### src/rtl/rtc_timer_wb.sv
// Wishbone RTC/timer: prescaled sub-second tick, 32-bit seconds, periodic irq, N seconds-compare alarms.
// Latency: bus ack one cycle after cyc&stb; counters update on the tick edge; int_o one cycle after status/ctrl.
// Backpressure: none; one access per two cycles (ack deasserts for a cycle before the next access is taken).
module rtc_timer_wb #(
    parameter int DIV     = 100,
    parameter int SUBSEC  = 100,
    parameter int N_ALARM = 2
) (
    input  logic        wb_clk_i,
    input  logic        wb_rst_ni,
    input  logic [31:0] wb_adr_i,
    input  logic [31:0] wb_dat_i,
    output logic [31:0] wb_dat_o,
    input  logic        wb_we_i,
    input  logic [3:0]  wb_sel_i,
    input  logic        wb_stb_i,
    input  logic        wb_cyc_i,
    output logic        wb_ack_o,
    output logic        int_o
);

    localparam int SW = $clog2(SUBSEC);
    localparam int PW = (DIV > 1) ? $clog2(DIV) : 1;
    localparam logic [PW-1:0] PRESC_MAX = PW'(DIV - 1);
    localparam logic [SW-1:0] SUB_MAX   = SW'(SUBSEC - 1);

    localparam logic [5:0] A_SEC  = 6'h00;
    localparam logic [5:0] A_SUB  = 6'h01;
    localparam logic [5:0] A_CTRL = 6'h02;
    localparam logic [5:0] A_STAT = 6'h03;
    localparam logic [5:0] A_PER  = 6'h04;

    // state
    logic [PW-1:0]      presc_q,  presc_d;
    logic [SW-1:0]      subsec_q, subsec_d;
    logic [SW-1:0]      shadow_q, shadow_d;
    logic [31:0]        sec_q,    sec_d;
    logic               run_q,    run_d;
    logic               pie_q,    pie_d;
    logic [N_ALARM-1:0] aie_q,    aie_d;
    logic               pp_q,     pp_d;
    logic [N_ALARM-1:0] ap_q,     ap_d;
    logic [15:0]        period_q, period_d;
    logic [15:0]        pcnt_q,   pcnt_d;
    logic [31:0]        alarm_q [N_ALARM];
    logic [31:0]        alarm_d [N_ALARM];
    logic               ack_q,    ack_d;
    logic [31:0]        dat_q,    dat_d;
    logic               int_q,    int_d;

    // decode and events
    logic [5:0]         word;
    logic               acc, wr, rd;
    logic               tick, roll;
    logic               sec_wr, per_wr, ctrl_wr, stat_wr, alarm_wr;
    logic               pp_set;
    logic [N_ALARM-1:0] ap_set;
    logic [31:0]        sec_inc;
    logic [31:0]        rdata;
    logic               unused_adr;

    assign unused_adr = ^{wb_adr_i[31:8], wb_adr_i[1:0]};

    assign word     = wb_adr_i[7:2];
    assign acc      = wb_cyc_i & wb_stb_i & ~ack_q;
    assign wr       = acc & wb_we_i;
    assign rd       = acc & ~wb_we_i;
    assign sec_wr   = wr && (word == A_SEC);
    assign ctrl_wr  = wr && (word == A_CTRL);
    assign stat_wr  = wr && (word == A_STAT);
    assign per_wr   = wr && (word == A_PER);
    assign alarm_wr = wr && (word[5:3] == 3'b001);

    assign tick     = run_q && (presc_q == PRESC_MAX);
    assign roll     = tick && (subsec_q == SUB_MAX);
    assign sec_inc  = sec_q + 32'd1;
    assign pp_set   = tick && (period_q != 16'd0) && (pcnt_q == period_q - 16'd1);

    function automatic logic [31:0] lane_merge(input logic [31:0] old_v,
                                               input logic [31:0] new_v,
                                               input logic [3:0]  sel);
        logic [31:0] r;
        for (int b = 0; b < 4; b++) begin
            r[8*b +: 8] = sel[b] ? new_v[8*b +: 8] : old_v[8*b +: 8];
        end
        return r;
    endfunction

    // Time base, periodic counter, alarms, status and register writes.
    always_comb begin
        presc_d  = presc_q;
        subsec_d = subsec_q;
        sec_d    = sec_q;
        run_d    = run_q;
        pie_d    = pie_q;
        aie_d    = aie_q;
        period_d = period_q;
        pcnt_d   = pcnt_q;
        alarm_d  = alarm_q;
        ap_set   = '0;

        if (run_q) begin
            presc_d = tick ? '0 : presc_q + 1'b1;
        end
        if (tick) begin
            subsec_d = roll ? '0 : subsec_q + 1'b1;
        end
        if (roll) begin
            sec_d = sec_inc;
        end
        // A software SECONDS write overrides a coincident rollover and restarts the second.
        if (sec_wr) begin
            sec_d    = lane_merge(sec_q, wb_dat_i, wb_sel_i);
            presc_d  = '0;
            subsec_d = '0;
        end

        // Alarms only fire on a counted advance, never on a software write.
        for (int k = 0; k < N_ALARM; k++) begin
            ap_set[k] = roll && !sec_wr && (sec_inc == alarm_q[k]);
        end

        if (period_q == 16'd0) begin
            pcnt_d = '0;
        end else if (tick) begin
            pcnt_d = pp_set ? 16'd0 : pcnt_q + 16'd1;
        end
        if (per_wr) begin
            period_d = {wb_sel_i[1] ? wb_dat_i[15:8] : period_q[15:8],
                        wb_sel_i[0] ? wb_dat_i[7:0]  : period_q[7:0]};
            pcnt_d   = '0;
        end

        if (ctrl_wr && wb_sel_i[0]) begin
            run_d = wb_dat_i[0];
            pie_d = wb_dat_i[1];
        end
        if (ctrl_wr && wb_sel_i[1]) begin
            aie_d = wb_dat_i[8 +: N_ALARM];
        end

        for (int k = 0; k < N_ALARM; k++) begin
            if (alarm_wr && (word[2:0] == 3'(k))) begin
                alarm_d[k] = lane_merge(alarm_q[k], wb_dat_i, wb_sel_i);
            end
        end

        // W1C clear loses to a same-cycle hardware set.
        pp_d = (pp_q & ~(stat_wr & wb_sel_i[0] & wb_dat_i[0])) | pp_set;
        ap_d = (ap_q & ~((stat_wr & wb_sel_i[1]) ? wb_dat_i[8 +: N_ALARM] : '0)) | ap_set;
    end

    // Read data mux, SUBSEC shadow capture, ack and interrupt next-state.
    always_comb begin
        rdata = '0;
        case (word)
            A_SEC:   rdata = sec_q;
            A_SUB:   rdata = 32'(shadow_q);
            A_CTRL: begin
                rdata[0]             = run_q;
                rdata[1]             = pie_q;
                rdata[8 +: N_ALARM]  = aie_q;
            end
            A_STAT: begin
                rdata[0]             = pp_q;
                rdata[8 +: N_ALARM]  = ap_q;
            end
            A_PER:   rdata = {16'd0, period_q};
            default: begin
                for (int k = 0; k < N_ALARM; k++) begin
                    if ((word[5:3] == 3'b001) && (word[2:0] == 3'(k))) begin
                        rdata = alarm_q[k];
                    end
                end
            end
        endcase

        dat_d    = rd ? rdata : dat_q;
        shadow_d = (rd && (word == A_SEC)) ? subsec_q : shadow_q;
        ack_d    = acc;
        int_d    = (pp_q & pie_q) | (|(ap_q & aie_q));
    end

    // State register; async reset puts everything, including a pending ack, to its reset value.
    always_ff @(posedge wb_clk_i or negedge wb_rst_ni) begin
        if (!wb_rst_ni) begin
            presc_q  <= '0;
            subsec_q <= '0;
            shadow_q <= '0;
            sec_q    <= '0;
            run_q    <= 1'b1;
            pie_q    <= 1'b0;
            aie_q    <= '0;
            pp_q     <= 1'b0;
            ap_q     <= '0;
            period_q <= '0;
            pcnt_q   <= '0;
            for (int k = 0; k < N_ALARM; k++) begin
                alarm_q[k] <= '0;
            end
            ack_q    <= 1'b0;
            dat_q    <= '0;
            int_q    <= 1'b0;
        end else begin
            presc_q  <= presc_d;
            subsec_q <= subsec_d;
            shadow_q <= shadow_d;
            sec_q    <= sec_d;
            run_q    <= run_d;
            pie_q    <= pie_d;
            aie_q    <= aie_d;
            pp_q     <= pp_d;
            ap_q     <= ap_d;
            period_q <= period_d;
            pcnt_q   <= pcnt_d;
            alarm_q  <= alarm_d;
            ack_q    <= ack_d;
            dat_q    <= dat_d;
            int_q    <= int_d;
        end
    end

    assign wb_ack_o = ack_q;
    assign wb_dat_o = dat_q;
    assign int_o    = int_q;

endmodule

### config.mk
export PLATFORM = sky130hd
export DESIGN_NAME = rtc_timer_wb
export DESIGN_NICKNAME = d
export VERILOG_FILES = /design/src/rtl/rtc_timer_wb.sv
export SDC_FILE = /design/constraint.sdc
export NUM_CORES = 1
export LEC_CHECK = 0
export ABC_AREA = 1
export CAP_MARGIN = 20
export CORE_ASPECT_RATIO = 2
export CORE_MARGIN = 3
export CORE_UTILIZATION = 60
export CTS_BUF_LIST = sky130_fd_sc_hd__clkbuf_4 sky130_fd_sc_hd__clkbuf_8
export DETAILED_ROUTE_END_ITERATION = 12
export GPL_TIMING_DRIVEN = 0
export HOLD_SLACK_MARGIN = 0.06
export PLACE_DENSITY_LB_ADDON = 0.3
export SYNTH_ARGS = -nofsm -noshare
export SYNTH_HDL_FRONTEND = slang
export SYNTH_SLANG_ARGS = --single-unit
### constraint.sdc
create_clock -name wb_clk_i -period 2.38 [get_ports wb_clk_i]
set_input_delay 0.357 -clock wb_clk_i [delete_from_list [all_inputs] [get_ports wb_clk_i]]
set_output_delay 0.357 -clock wb_clk_i [all_outputs]
set_load 0.02 [all_outputs]
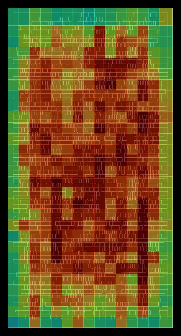
(routing congestion map)
drt wl/cell: 19.72 um
GRT busiest layer: met2
final core occ: 70.67%
met1 Usage GRT: 38.78%

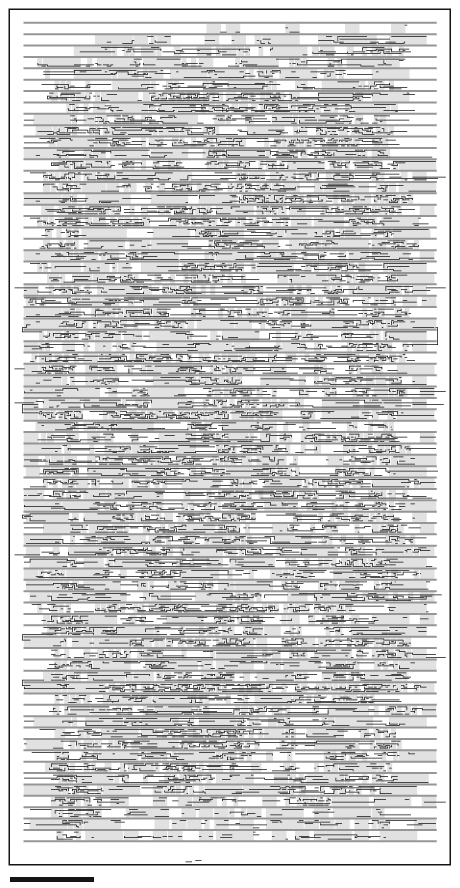
(M1 wires)
Scale bar: 20 um. Supply wires on this layer in grey. Cells faint in the background.
- wire length on this layer: 13200 um
- nets with wire on the layer: 1734
- longest straight run: 40.0 um

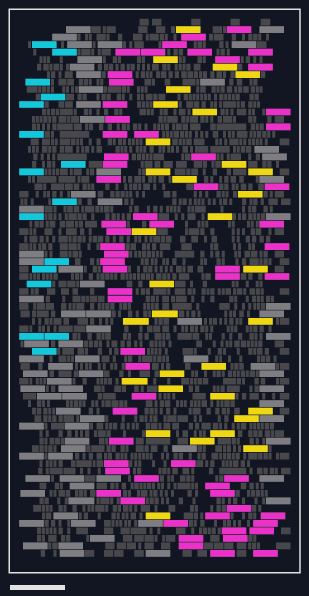
(sequential cells coloured by netlist name)
Scale bar: 20 um. Other sequential cells in the stronger grey, the rest of the logic in the fainter grey.
- pcnt_q: cyan (flops 16)
- sec_q: yellow (flops 32)
- alarm_q: magenta (flops 64)

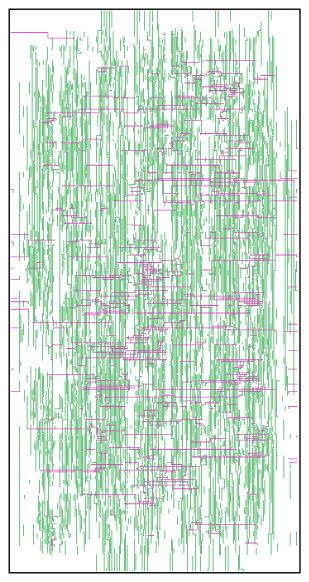
(metal layers overlaid)
Two of the layers only.
- met2: green (wire length 20.3 mm)
- met3: magenta (wire length 2810 um)
gr usage total: 38.86%
via count: 12460
final WL: 40.89 mm

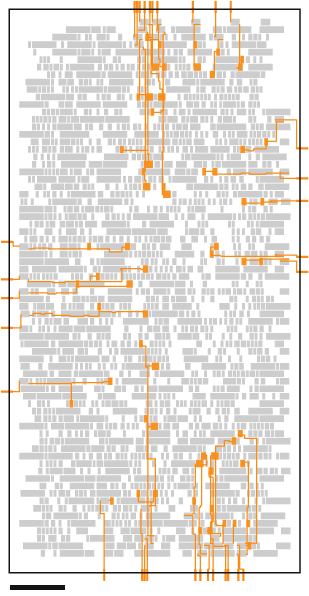
(port wiring)
Scale bar: 20 um.
- wb_dat_i: orange (bits 32; direction input; end cells 62; buffers 32; wire 1430 um)
# port buffers: 80
I/O Pins: 107

per-stage QoR:
| stage | instances | power, uW | util (%) | setup TNS (ns) | worst slack (ns) |
|---|---|---|---|---|---|
| after floorplan | 1688 | 3919 | - | 0 | 0.4508 |
| after global placement | 2027 | 4248 | 66.75 | -1401.04 | -7.070 |
| after detailed placement | 2028 | 4275 | 66.92 | -72.97 | -0.8170 |
| after CTS | 2063 | 6572 | 69.58 | 0 | 0.01777 |
| after global routing | 2073 | 6825 | 70.67 | -0.02763 | -0.01132 |
| final | 2073 | 6626 | 70.67 | 0 | 0.06635 |
final cells by class:
class                   count  share of cell area, %
multi-input cells        1228                  45.02
flip-flops and latches    190                  34.77
repair buffers             95                  6.965
inverters                 231                  6.362
well taps                 259                  2.367
clock buffers              21                  2.066
plain buffers              39                  1.444
clock inverters            10                  1.005
==> results.cfg <==
; implementation run metrics
[synthesis]
ys_warn_count = 0
ys_top_cells_by_area = dfrtp_1, nand2_1, o21ai_0
synth.logic.top_family = simple AND/OR/NAND/NOR gates
mux_share_pct = 0
ys_sh_aoi_pct = 15.01
syn-cell-area_mm2 = 0.01180
ys_ff = 190
synthAdderAreaFrac_pct = 0.6360

[flow_run]
warning_count = 54
cap_viol_max_count = 0

[floorplan]
coreArea_mm2 = 0.01937
fp.dieW_um = 105.2

[setup_path]
crit_family = simple AND/OR/NAND/NOR gates
path_max_fanout = 10
worst-path-stages = 10

[drt]
initialDrtViolationCount = 956
vias_per_cell = 6.011

[clock_network]
cts_resized = 20
cts_tree = done
worstSkewPairLatency_ns = 0.52

[sta]
period_used_pct = 97.21
fin_skew_ns = 0.02009

[cells_and_area]
drive_above_1_share_pct = 9.041
seqCellArea_mm2 = 0.004760

[outcome]
outcome = completed

[placed_design]
place_area_mm2 = 0.01296

[min_path]
hold_class = input pin to flop
No activity file was given, so power comes from the tool's default toggle rates.
